==> images/clock_wires.png <==
Bar = 20 microns.
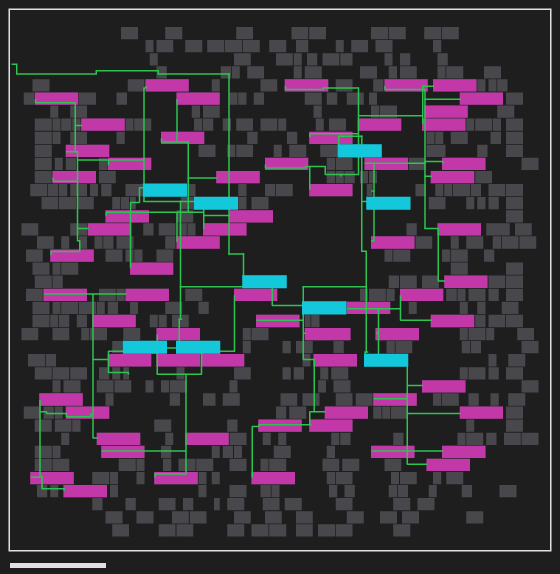
==> images/m3.png <==
Bar = 20 microns.
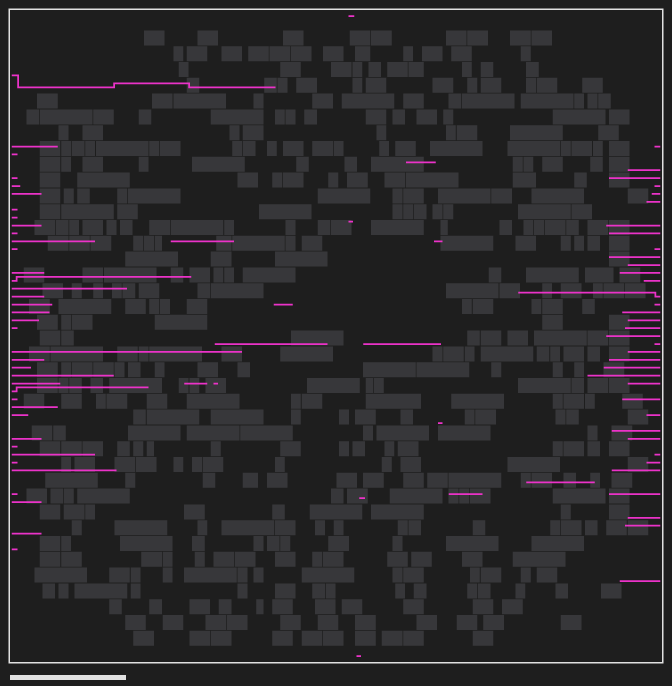
**src/rtl/if_id_pipe.sv**
```systemverilog
// ---------------------------------------------------------------------------
// if_id_pipe -- IF/ID pipeline register stage with valid/ready handshake.
//
// Carries fetch bundles (LANES instructions plus their PC+4 link addresses)
// from IF to ID with one cycle of latency, in FIFO order.
//
// Build option:
//   IF_ID_PIPE_SKID_EN  defined   : 2-entry skid buffer (EMPTY/ONE/FULL);
//                                   ifready comes from registered state only,
//                                   so no combinational path idready->ifready.
//                       undefined : single register, ifready = idready || !idvalid.
//
// Ports:
//   CLK             in   rising-edge clock
//   RST             in   asynchronous active-high reset
//   ifW             in   IF offers a valid bundle
//   ifRST           in   synchronous flush (branch/jump redirect)
//   ifinstr         in   LANES*WORD_W fetched instructions, lane 0 low
//   ifJALjump_addr  in   LANES*WORD_W per-lane link addresses
//   ifready         out  stage accepts a bundle this cycle
//   idvalid         out  ID bundle valid
//   idready         in   ID consumes the bundle this cycle
//   idinstr         out  instructions to decode (zero when !idvalid)
//   idJALjump_addr  out  link addresses (zero when !idvalid)
//   idrsel1         out  LANES*5 per-lane instr[25:21]
//   idrsel2         out  LANES*5 per-lane instr[20:16]
// ---------------------------------------------------------------------------
module if_id_pipe #(
  parameter int LANES  = 1,
  parameter int WORD_W = 32
) (
  input  logic                    CLK,
  input  logic                    RST,
  input  logic                    ifW,
  input  logic                    ifRST,
  input  logic [LANES*WORD_W-1:0] ifinstr,
  input  logic [LANES*WORD_W-1:0] ifJALjump_addr,
  output logic                    ifready,
  output logic                    idvalid,
  input  logic                    idready,
  output logic [LANES*WORD_W-1:0] idinstr,
  output logic [LANES*WORD_W-1:0] idJALjump_addr,
  output logic [LANES*5-1:0]      idrsel1,
  output logic [LANES*5-1:0]      idrsel2
);

  localparam int BW = LANES * WORD_W;

  logic          accept;
  logic          handoff;
  logic          head_valid;
  logic [BW-1:0] head_instr_q;
  logic [BW-1:0] head_link_q;

`ifdef IF_ID_PIPE_SKID_EN

  // state   | meaning
  // S_EMPTY | no bundle held
  // S_ONE   | head holds the bundle shown on id*
  // S_FULL  | head shown on id*, tail holds the next bundle
  typedef enum logic [1:0] {
    S_EMPTY = 2'd0,
    S_ONE   = 2'd1,
    S_FULL  = 2'd2
  } occ_e;

  occ_e          state_q;
  occ_e          state_d;
  logic [BW-1:0] tail_instr_q;
  logic [BW-1:0] tail_link_q;
  logic          ready_st;
  logic          valid_st;

  // state register
  always_ff @(posedge CLK or posedge RST) begin
    if (RST) begin
      state_q <= S_EMPTY;
    end else begin
      state_q <= state_d;
    end
  end

  // next-state logic; flush wins over any transfer
  always_comb begin
    state_d = state_q;
    if (ifRST) begin
      state_d = S_EMPTY;
    end else begin
      case (state_q)
        S_EMPTY: begin
          if (accept) state_d = S_ONE;
        end
        S_ONE: begin
          if (accept && !handoff)      state_d = S_FULL;
          else if (!accept && handoff) state_d = S_EMPTY;
        end
        S_FULL: begin
          if (handoff) state_d = S_ONE;
        end
        default: state_d = S_EMPTY;
      endcase
    end
  end

  // outputs decoded purely from the state register
  always_comb begin
    ready_st = 1'b1;
    valid_st = 1'b0;
    case (state_q)
      S_EMPTY: begin
        ready_st = 1'b1;
        valid_st = 1'b0;
      end
      S_ONE: begin
        ready_st = 1'b1;
        valid_st = 1'b1;
      end
      S_FULL: begin
        ready_st = 1'b0;
        valid_st = 1'b1;
      end
      default: begin
        ready_st = 1'b1;
        valid_st = 1'b0;
      end
    endcase
  end

  assign ifready    = ready_st;
  assign head_valid = valid_st;
  assign accept     = ifW && ready_st;
  assign handoff    = valid_st && idready;

  // Datapath. In ONE with accept and hand-off together the new bundle goes
  // straight to the head; the tail is only filled when the head stays put.
  always_ff @(posedge CLK or posedge RST) begin
    if (RST) begin
      head_instr_q <= '0;
      head_link_q  <= '0;
      tail_instr_q <= '0;
      tail_link_q  <= '0;
    end else if (ifRST) begin
      head_instr_q <= '0;
      head_link_q  <= '0;
      tail_instr_q <= '0;
      tail_link_q  <= '0;
    end else begin
      case (state_q)
        S_EMPTY: begin
          if (accept) begin
            head_instr_q <= ifinstr;
            head_link_q  <= ifJALjump_addr;
          end
        end
        S_ONE: begin
          if (accept && handoff) begin
            head_instr_q <= ifinstr;
            head_link_q  <= ifJALjump_addr;
          end else if (accept) begin
            tail_instr_q <= ifinstr;
            tail_link_q  <= ifJALjump_addr;
          end else if (handoff) begin
            head_instr_q <= '0;
            head_link_q  <= '0;
          end
        end
        S_FULL: begin
          if (handoff) begin
            head_instr_q <= tail_instr_q;
            head_link_q  <= tail_link_q;
            tail_instr_q <= '0;
            tail_link_q  <= '0;
          end
        end
        default: begin
          head_instr_q <= '0;
          head_link_q  <= '0;
          tail_instr_q <= '0;
          tail_link_q  <= '0;
        end
      endcase
    end
  end

`else

  logic valid_q;
  logic valid_d;

  // Single register: a full stage can still take a new bundle in the same
  // cycle ID drains it, hence the combinational idready term.
  assign ifready    = idready || !valid_q;
  assign head_valid = valid_q;
  assign accept     = ifW && ifready;
  assign handoff    = valid_q && idready;

  always_comb begin
    valid_d = valid_q;
    if (ifRST)        valid_d = 1'b0;
    else if (accept)  valid_d = 1'b1;
    else if (handoff) valid_d = 1'b0;
  end

  always_ff @(posedge CLK or posedge RST) begin
    if (RST) begin
      valid_q      <= 1'b0;
      head_instr_q <= '0;
      head_link_q  <= '0;
    end else begin
      valid_q <= valid_d;
      if (ifRST) begin
        head_instr_q <= '0;
        head_link_q  <= '0;
      end else if (accept) begin
        head_instr_q <= ifinstr;
        head_link_q  <= ifJALjump_addr;
      end
    end
  end

`endif

  // Outputs read as a NOP bundle whenever nothing valid is held.
  assign idvalid        = head_valid;
  assign idinstr        = head_valid ? head_instr_q : '0;
  assign idJALjump_addr = head_valid ? head_link_q  : '0;

  for (genvar l = 0; l < LANES; l++) begin : g_rsel
    assign idrsel1[l*5 +: 5] = idinstr[l*WORD_W + 21 +: 5];
    assign idrsel2[l*5 +: 5] = idinstr[l*WORD_W + 16 +: 5];
  end

endmodule

```
**config.mk**
```make
export PLATFORM = sky130hd
export DESIGN_NAME = if_id_pipe
export DESIGN_NICKNAME = d
export VERILOG_FILES = /design/src/rtl/if_id_pipe.sv
export SDC_FILE = /design/constraint.sdc
export NUM_CORES = 1
export LEC_CHECK = 0
export CAP_MARGIN = 20
export CORE_MARGIN = 2
export CORE_UTILIZATION = 31
export DETAILED_ROUTE_END_ITERATION = 7
export PLACE_DENSITY_LB_ADDON = 0.1
export SLEW_MARGIN = 20
export SYNTH_ARGS = -nofsm -noshare
export SYNTH_HDL_FRONTEND = slang
export SYNTH_SLANG_ARGS = --single-unit
```
**constraint.sdc**
```tcl
create_clock -name CLK -period 4.7 [get_ports CLK]
set_input_delay 0.94 -clock CLK [delete_from_list [all_inputs] [get_ports CLK]]
set_output_delay 0.94 -clock CLK [all_outputs]
set_load 0.01 [all_outputs]
```
==> flow_summary.yaml <==
# physical design summary
status:
  status: "finished, final reports clean"
place:
  io_buffers: 144
  post-place-ws_ns: 1.51
  dp.cells: 616
  gp_congestion: 0.714
sta:
  setup_viol: 0
  worst_clock_skew_ns: 0.00756
  finalClockPeriodUsage_pct: 67.7
  tightest_slew_ns: 1.01
  hold_viol_final: 0
  drv_slew: 0
  finalSetupTns_ns: 0
  period_needed_ns: 3.18
  relSlewSlack_pct: 33.0
  layout_setup_ws_ns: 1.52
logic_synthesis:
  synth_flops: 65
  syn_inst: 377
  syn-num-nets: 446
  syn_avg_cell_area_sq_um: 9.63
  synthesis.area_sq_mm: 0.00363
  yosysUniqueCellTypes: 13
  synth_warnings: 0
  ys_cells: 377
  yosys_area_sq_mm: 0.00363
critical_path:
  cp_data_required_time_ns: 3.76
  cp_max_fo: 18
  path_common_cell: "clkdlybuf4s50_1"
  critPathCaptureType: "output port"
  cp_cell_sequence: "clkdlybuf4s50_1 > nand2b_4 > clkdlybuf4s50_1"
  worstSetupStartpointType: "input pin"
  critPathKind: "in -> out"
  arrival_ns: 2.24
pwr:
  total_power_mw: 1.43
  p_leak_nw: 2.18
  irDropWorstVdd_v: 0.000151
  p_per_area_mw_per_mm2: 273
finish:
  antennaDiodeCount: 0
  fin_cells: 632
  design_area_sq_mm: 0.00524
  syn2layout_area_growth_pct: 44.2
  lay_top_count: "clkdlybuf4s50_1"
  drive_above_1_share_pct: 10.6
grt:
  grt_max_degree: 114
  grt_pass1_vias: 3107
  grt_pass1_wl_microns: 15900
  globalRouteTotalUtil_pct: 15.3
flow_run:
  max-cap-violations: 0
  warning_count: 28
hold_path:
  hold_class: "reg -> reg"
cts:
  clk_pin_slew_ns: 0.05
  cts_resized: 0
  cts_tree: "built"
  root_buffer: "clkbuf_16"
  post_cts_buffers: 0
  h-tree-depth: 3
route:
  postRouteAntennaNets: 0
  drtIter0Drc: 212
  via_per_inst: 4.91
  vias: 3102
  wirelength_microns: 9680
  dr.pass1.iters: 4
floorplan:
  die_w_microns: 112
About clock_wires.png:
clock-net drivers: marked cyan, count 9. clock wires: marked green, length 1010 microns. flip-flops: marked magenta, count 65.
Position of the flops: widely spread.
P_clk: 0.589 mW
clock power share: 41.2%
Latency at later pin: 0.32 ns

About m3.png:
The layer carries 607 microns of wire. The longest straight run is 39.3 microns. 80 nets have wire on it.

==> logic make-up (layout without fill, tap and decap cells) <==
group,after synthesis,after routing,share of synthesized area (%)
AOI/OAI and AO/OA,129,129,26.6
buffers and inverters,54,166,8.41
and+or+nand+nor,129,129,20.2
DFF,65,65,44.8
==> synthesized netlist by cell type, drive strengths merged <==
library cell,n
a21oi,65
nand2b,1
and2,64
dfrtp,65
inv,2
clkbuf,14
a21bo,64
buf,38
nand3,64
==> final timing paths <==
path | start | end | slack (ns) | cells past startpoint
max in group asynchronous | RST | idvalid | 2.72 | 3
max | idready | ifready | 1.52 | 3
max reg2reg | idvalid | head_instr_q[20] | 2.35 | 4
min reg2reg | head_instr_q[22] | head_instr_q[22] | 0.63 | 2
min | head_instr_q[22] | head_instr_q[22] | 0.63 | 2
min in group asynchronous | RST | head_instr_q[6] | 1.00 | 2
==> area by class of cell <==
cell class / instances / area (sq um)
Clock buffer: 12 / 236
Clock inverter: 4 / 20.0
Fill cell: 1157 / 6180
Inverter: 2 / 7.51
Multi-Input combinational cell: 258 / 1700
Sequential cell: 65 / 1630
Tap cell: 143 / 179
Timing Repair Buffer: 148 / 1470
==> sequential cells by signal, summed over array words and instances (netlist names) <==
| name | count |
|---|---|
| head_instr_q | 32 |
| head_link_q | 32 |
| idvalid | 1 |
==> critical path, delay by kind of cell <==
family / cells / cell delay [ns]
buf+inv: 2 / 1.06
simple gates: 1 / 0.24
==> power breakdown <==
group | leakage [nW] | switching (mW) | internal [mW]
Sequential | 0.869 | 0.0214 | 0.591
Clock | 0.130 | 0.235 | 0.353
Combinational | 1.18 | 0.100 | 0.127
Total | 2.18 | 0.357 | 1.07
==> layer usage <==
metal  vias up  share of wire (%)  global-route usage (%)
met5         -                  0                       0
met4         0                1.8                    4.88
met3        13                6.3                    4.48
met2        92                 46                    23.4
met1      1501                 46                    21.1
li1       1496                  -                       -
Power figures rest on the tool's default switching activity, not on a simulated workload.
